**src/rtl/rename_regfile_mp.sv**
```systemverilog
// Architectural register file with per-register ROB rename tags.
// Define RENAME_RF_COMMIT_BYPASS_EN to forward same-cycle commits to reads.
module rename_regfile_mp #(
  parameter  int XLEN  = 32,
  parameter  int NREG  = 32,
  parameter  int TAG_W = 4,
  parameter  int NREAD = 2,
  localparam int AW    = $clog2(NREG)
) (
  input  logic                  clk,
  input  logic                  rst_n,
  input  logic                  rdy,
  input  logic                  flush,
  input  logic [NREAD*AW-1:0]   rs_idx,
  output logic [NREAD-1:0]      rs_ready,
  output logic [NREAD*XLEN-1:0] rs_val,
  input  logic                  disp_en,
  input  logic [AW-1:0]         disp_rd,
  input  logic [TAG_W-1:0]      disp_tag,
  input  logic                  cmt_en,
  input  logic [AW-1:0]         cmt_rd,
  input  logic [TAG_W-1:0]      cmt_tag,
  input  logic [XLEN-1:0]       cmt_val,
  output logic [AW:0]           busy_cnt
);

  logic [XLEN-1:0]  val_q [NREG];
  logic [TAG_W-1:0] tag_q [NREG];
  logic [NREG-1:0]  busy_q;
  logic [AW:0]      cnt_q;

  logic disp_wr;
  logic cmt_wr;
  logic cmt_clr;
  logic cnt_inc;
  logic cnt_dec;

  // Decode which rename/value updates take effect this cycle.
  always_comb begin
    disp_wr = disp_en && (disp_rd != '0);
    cmt_wr  = cmt_en && (cmt_rd != '0);
    cmt_clr = cmt_wr && busy_q[cmt_rd] &&
              (tag_q[cmt_rd] == cmt_tag);
    cnt_inc = disp_wr && !busy_q[disp_rd];
    cnt_dec = cmt_clr &&
              !(disp_wr && (disp_rd == cmt_rd));
  end

  // Register state: values, busy bits, tags and the busy count.
  always_ff @(posedge clk) begin
    if (!rst_n) begin
      for (int i = 0; i < NREG; i++) begin
        val_q[i] <= '0;
        tag_q[i] <= '0;
      end
      busy_q <= '0;
      cnt_q  <= '0;
    end else if (rdy) begin
      if (cmt_wr)
        val_q[cmt_rd] <= cmt_val;
      if (flush) begin
        for (int i = 0; i < NREG; i++)
          tag_q[i] <= '0;
        busy_q <= '0;
        cnt_q  <= '0;
      end else begin
        if (cmt_clr)
          busy_q[cmt_rd] <= 1'b0;
        // Dispatch is applied last so it wins on a shared rd.
        if (disp_wr) begin
          busy_q[disp_rd] <= 1'b1;
          tag_q[disp_rd]  <= disp_tag;
        end
        cnt_q <= cnt_q + {{AW{1'b0}}, cnt_inc}
                       - {{AW{1'b0}}, cnt_dec};
      end
    end
  end

  assign busy_cnt = cnt_q;

  // Independent combinational read ports: value or pending tag.
  always_comb begin
    logic [AW-1:0] idx;
    idx      = '0;
    rs_ready = '0;
    rs_val   = '0;
    for (int k = 0; k < NREAD; k++) begin
      idx = rs_idx[k*AW +: AW];
      if (idx == '0) begin
        rs_ready[k]           = 1'b1;
        rs_val[k*XLEN +: XLEN] = '0;
      end else if (!busy_q[idx]) begin
        rs_ready[k]           = 1'b1;
        rs_val[k*XLEN +: XLEN] = val_q[idx];
      end else begin
        rs_ready[k]           = 1'b0;
        rs_val[k*XLEN +: XLEN] = XLEN'(tag_q[idx]);
      end
`ifdef RENAME_RF_COMMIT_BYPASS_EN
      if (cmt_en && rdy && !flush &&
          (idx != '0) && (cmt_rd == idx) &&
          busy_q[idx] && (tag_q[idx] == cmt_tag)) begin
        rs_ready[k]           = 1'b1;
        rs_val[k*XLEN +: XLEN] = cmt_val;
      end
`endif
    end
  end

endmodule

```
**config.mk**
```make
export PLATFORM = sky130hd
export DESIGN_NAME = rename_regfile_mp
export DESIGN_NICKNAME = d
export VERILOG_FILES = /design/src/rtl/rename_regfile_mp.sv
export SDC_FILE = /design/constraint.sdc
export NUM_CORES = 2
export LEC_CHECK = 0
export ABC_AREA = 0
export CAP_MARGIN = 20
export CORE_UTILIZATION = 39
export CTS_CLUSTER_DIAMETER = 150
export CTS_CLUSTER_SIZE = 30
export DETAILED_ROUTE_END_ITERATION = 10
export SKIP_CTS_REPAIR_TIMING = 1
export SYNTH_ARGS = -nofsm -noshare
export SYNTH_HDL_FRONTEND = slang
export SYNTH_SLANG_ARGS = --single-unit
```
**constraint.sdc**
```tcl
create_clock -name clk -period 4.9 [get_ports clk]
set_input_delay 0.49 -clock clk [delete_from_list [all_inputs] [get_ports clk]]
set_output_delay 0.49 -clock clk [all_outputs]
set_load 0.01 [all_outputs]
```
==> images/port_trees.png <==
The bar under the picture is 100 um long.
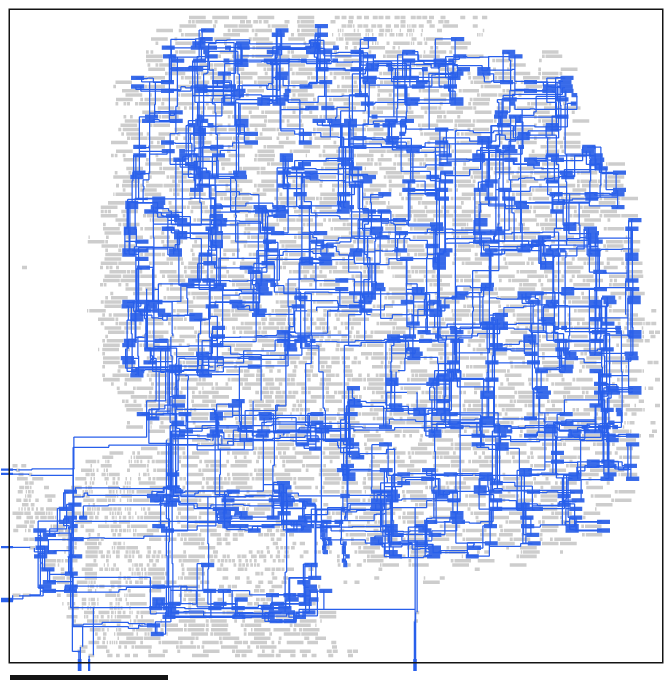
| port | color | direction | end cells | buffers | wire |
|---|---|---|---|---|---|
| rs_idx | blue | input | 820 | 51 | 35.5 mm |

==> images/floorplan.png <==
The bar under the picture is 100 um long. Pins as bars on the die edge. Tap cells in gray.
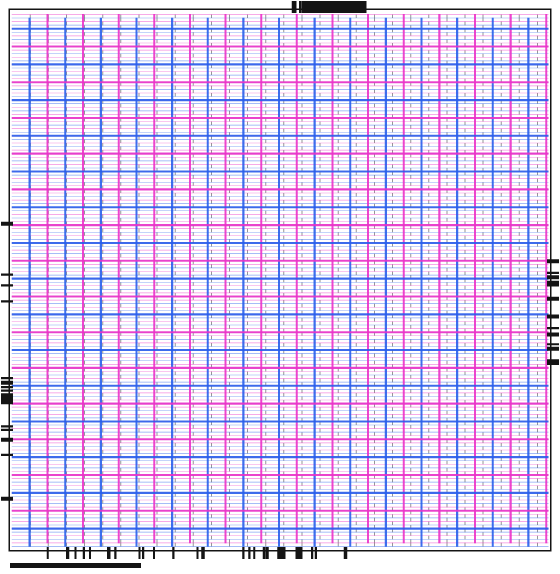
| net | color |
|---|---|
| VSS | blue |
| VDD | magenta |
met4 straps: 30
met1 rails: 150
met5 straps: 29
Max rail drop VDD: 0.294 mV
horizontal extent of the die: 411 um
placeable core region: 166000 sq um
Vert. Die Dim: 411 um

==> notes.md <==
yosys + openroad results -> HPWL Detailed=roughly 140000 um, Commonest flop=edfxtp_1, Worst Setup EP=rs_val[54], cell occurring most often along the worst timing path=mux4_2, FP Core Util=around two fifths, cell area after placement=just over 70000 sq um, total number of H-tree levels=2, Synth Instances=4138, capturing point of the worst reg2reg path=busy_cnt[5]$_SDFFE_PN0P_, power density cells=284 nW/um^2, clock slew at reported path FFs=0.12 ns, RR Startpoint=tag_q[17][1]$_SDFFCE_PN0P_, Initial DRC Count=between 6000 and 7000, Logic family by area=multiplexers, number of clock buffers in the layout=52, max-cap check violation count=0, sequential-to-total area share from yosys stat=a little over half, MUX area fraction=28.1%, post-synth design cell area=around 65000 sq um, antenna violations before repair=21, number of flops mapped to enable cells by yosys=approximately 1200, PnR Total Power=0.0204 W, top cell family by delay on the critical path=multiplexers, AND-OR/OR-AND share of the synthesized area=1.71%, total number of warnings across the stage logs=30, multi-input gates=2526, Vias=39998, Worst Path Class, Setup=flop to output port, worst endpoint data arrival time=3.98 ns, GR met2 Demand/Resource=42.2%, Largest register FFs=1024, post-synthesis cell type with the largest combined area=edfxtp_1, Inverters, non-clock=9, cell count in the Yosys report=a little over 4000, Worst Skew=between 0.02 and 0.03 ns, average wire length per cell after detail routing=approximately 36 um, post-layout period usage of the worst path=91.3%, FF/Latch Area=35400 sq um, global-route total usage across every layer=26.5%, clk_lat worst skew=0.70 ns, non-clock buffer area fraction after layout=5.21%, share of the core filled with cells=43.5%, combinational group power=0.00341 W, Endpoint, Worst Hold=busy_cnt[4]$_SDFFE_PN0P_, TritonCTS clock tree=built, headroom to the max-slew limit=27.7%, die outline area=169000 sq um, total I/O pin count=between 100 and 150, power group with the highest consumption=registers, count of cell types in the netlist=56, met3 wirelength from detailed routing=21500 um, clock group total power=0.00506 W, total count of max-transition violations in the final report=0, cell type taking the most area=sequential cells, tapcell count=2189, share of total power in the clock network=between 20% and 30%, met3 usage=4.62%, clock distribution area overhead in the final layout=1.78%, Registers, synthesis=around 1200, highest net fanout along the worst path=11, final WL=225000 um, Final Hold Vio Count=0, count of buffers from port buffering=137, switching part of the total=26.4%, outcome=finished clean, clock sinks=1190, proportion of cell area occupied by registers=49.0%, global route total overflow=0, largest registers=val_q (1024), tag_q (128), busy_q (32), Largest cells by area=edfxtp_1, mux4_2, and2_1, post-layout minimum cycle time=~4.5 ns, required time of the critical path=4.41 ns, register with the most flip-flops=val_q, Top Layout Cells=edfxtp_1, and2_1, mux4_2, buf_4, clkdlybuf4s50_1, drt drc=0, global routing's busiest layer=met2, Place WS=0.0219 ns, signed area change from the synthesized netlist to the final layout=10.3%, area taken by multi-input logic gates=28900 sq um, fraction of layout cells with a size suffix above 1=a little over a quarter, flip-flop and latch count=1190, maximum number of pins on one net before global-route repair=roughly 100, net switching power of the design=0.00540 W, worst min-delay path class=primary input to flop, ys async rst share=0%, CTS Buf Count=46, logic gate share of total power=16.7%, start point of the worst hold path=rst_n, final setup margin=~0.43 ns, arithmetic-cell share of the synthesized area counting full adders, half adders and majority gates=0.145%, number of placed cells counting well taps=6255, Register-to-Register Path Depth=17, share of cell area taken by multi-input logic gates=40.1%, via/cell ratio=6.32, crit-path cells=mux4_2, mux4_2, mux2i_2, buf_4, o21ai_4, nor2_1, clkdlybuf4s50_1, slowest stage cell, crit path=clkdlybuf4s50_1, Plain + repair buffers=around 350, global placement routability congestion=0.885, Worst Setup Start Kind=flop, stage delay of the slowest cell on the critical path=0.66 ns, element type at the critical path end=output port, flop-to-flop setup slack=0.86 ns, most common library cell in the layout ignoring fill and taps=edfxtp_1, diodes inserted=10, count of cells along the worst hold path=4, detailed-routing wirelength on met1=roughly 90000 um
No activity file was given, so power comes from the tool's default toggle rates.
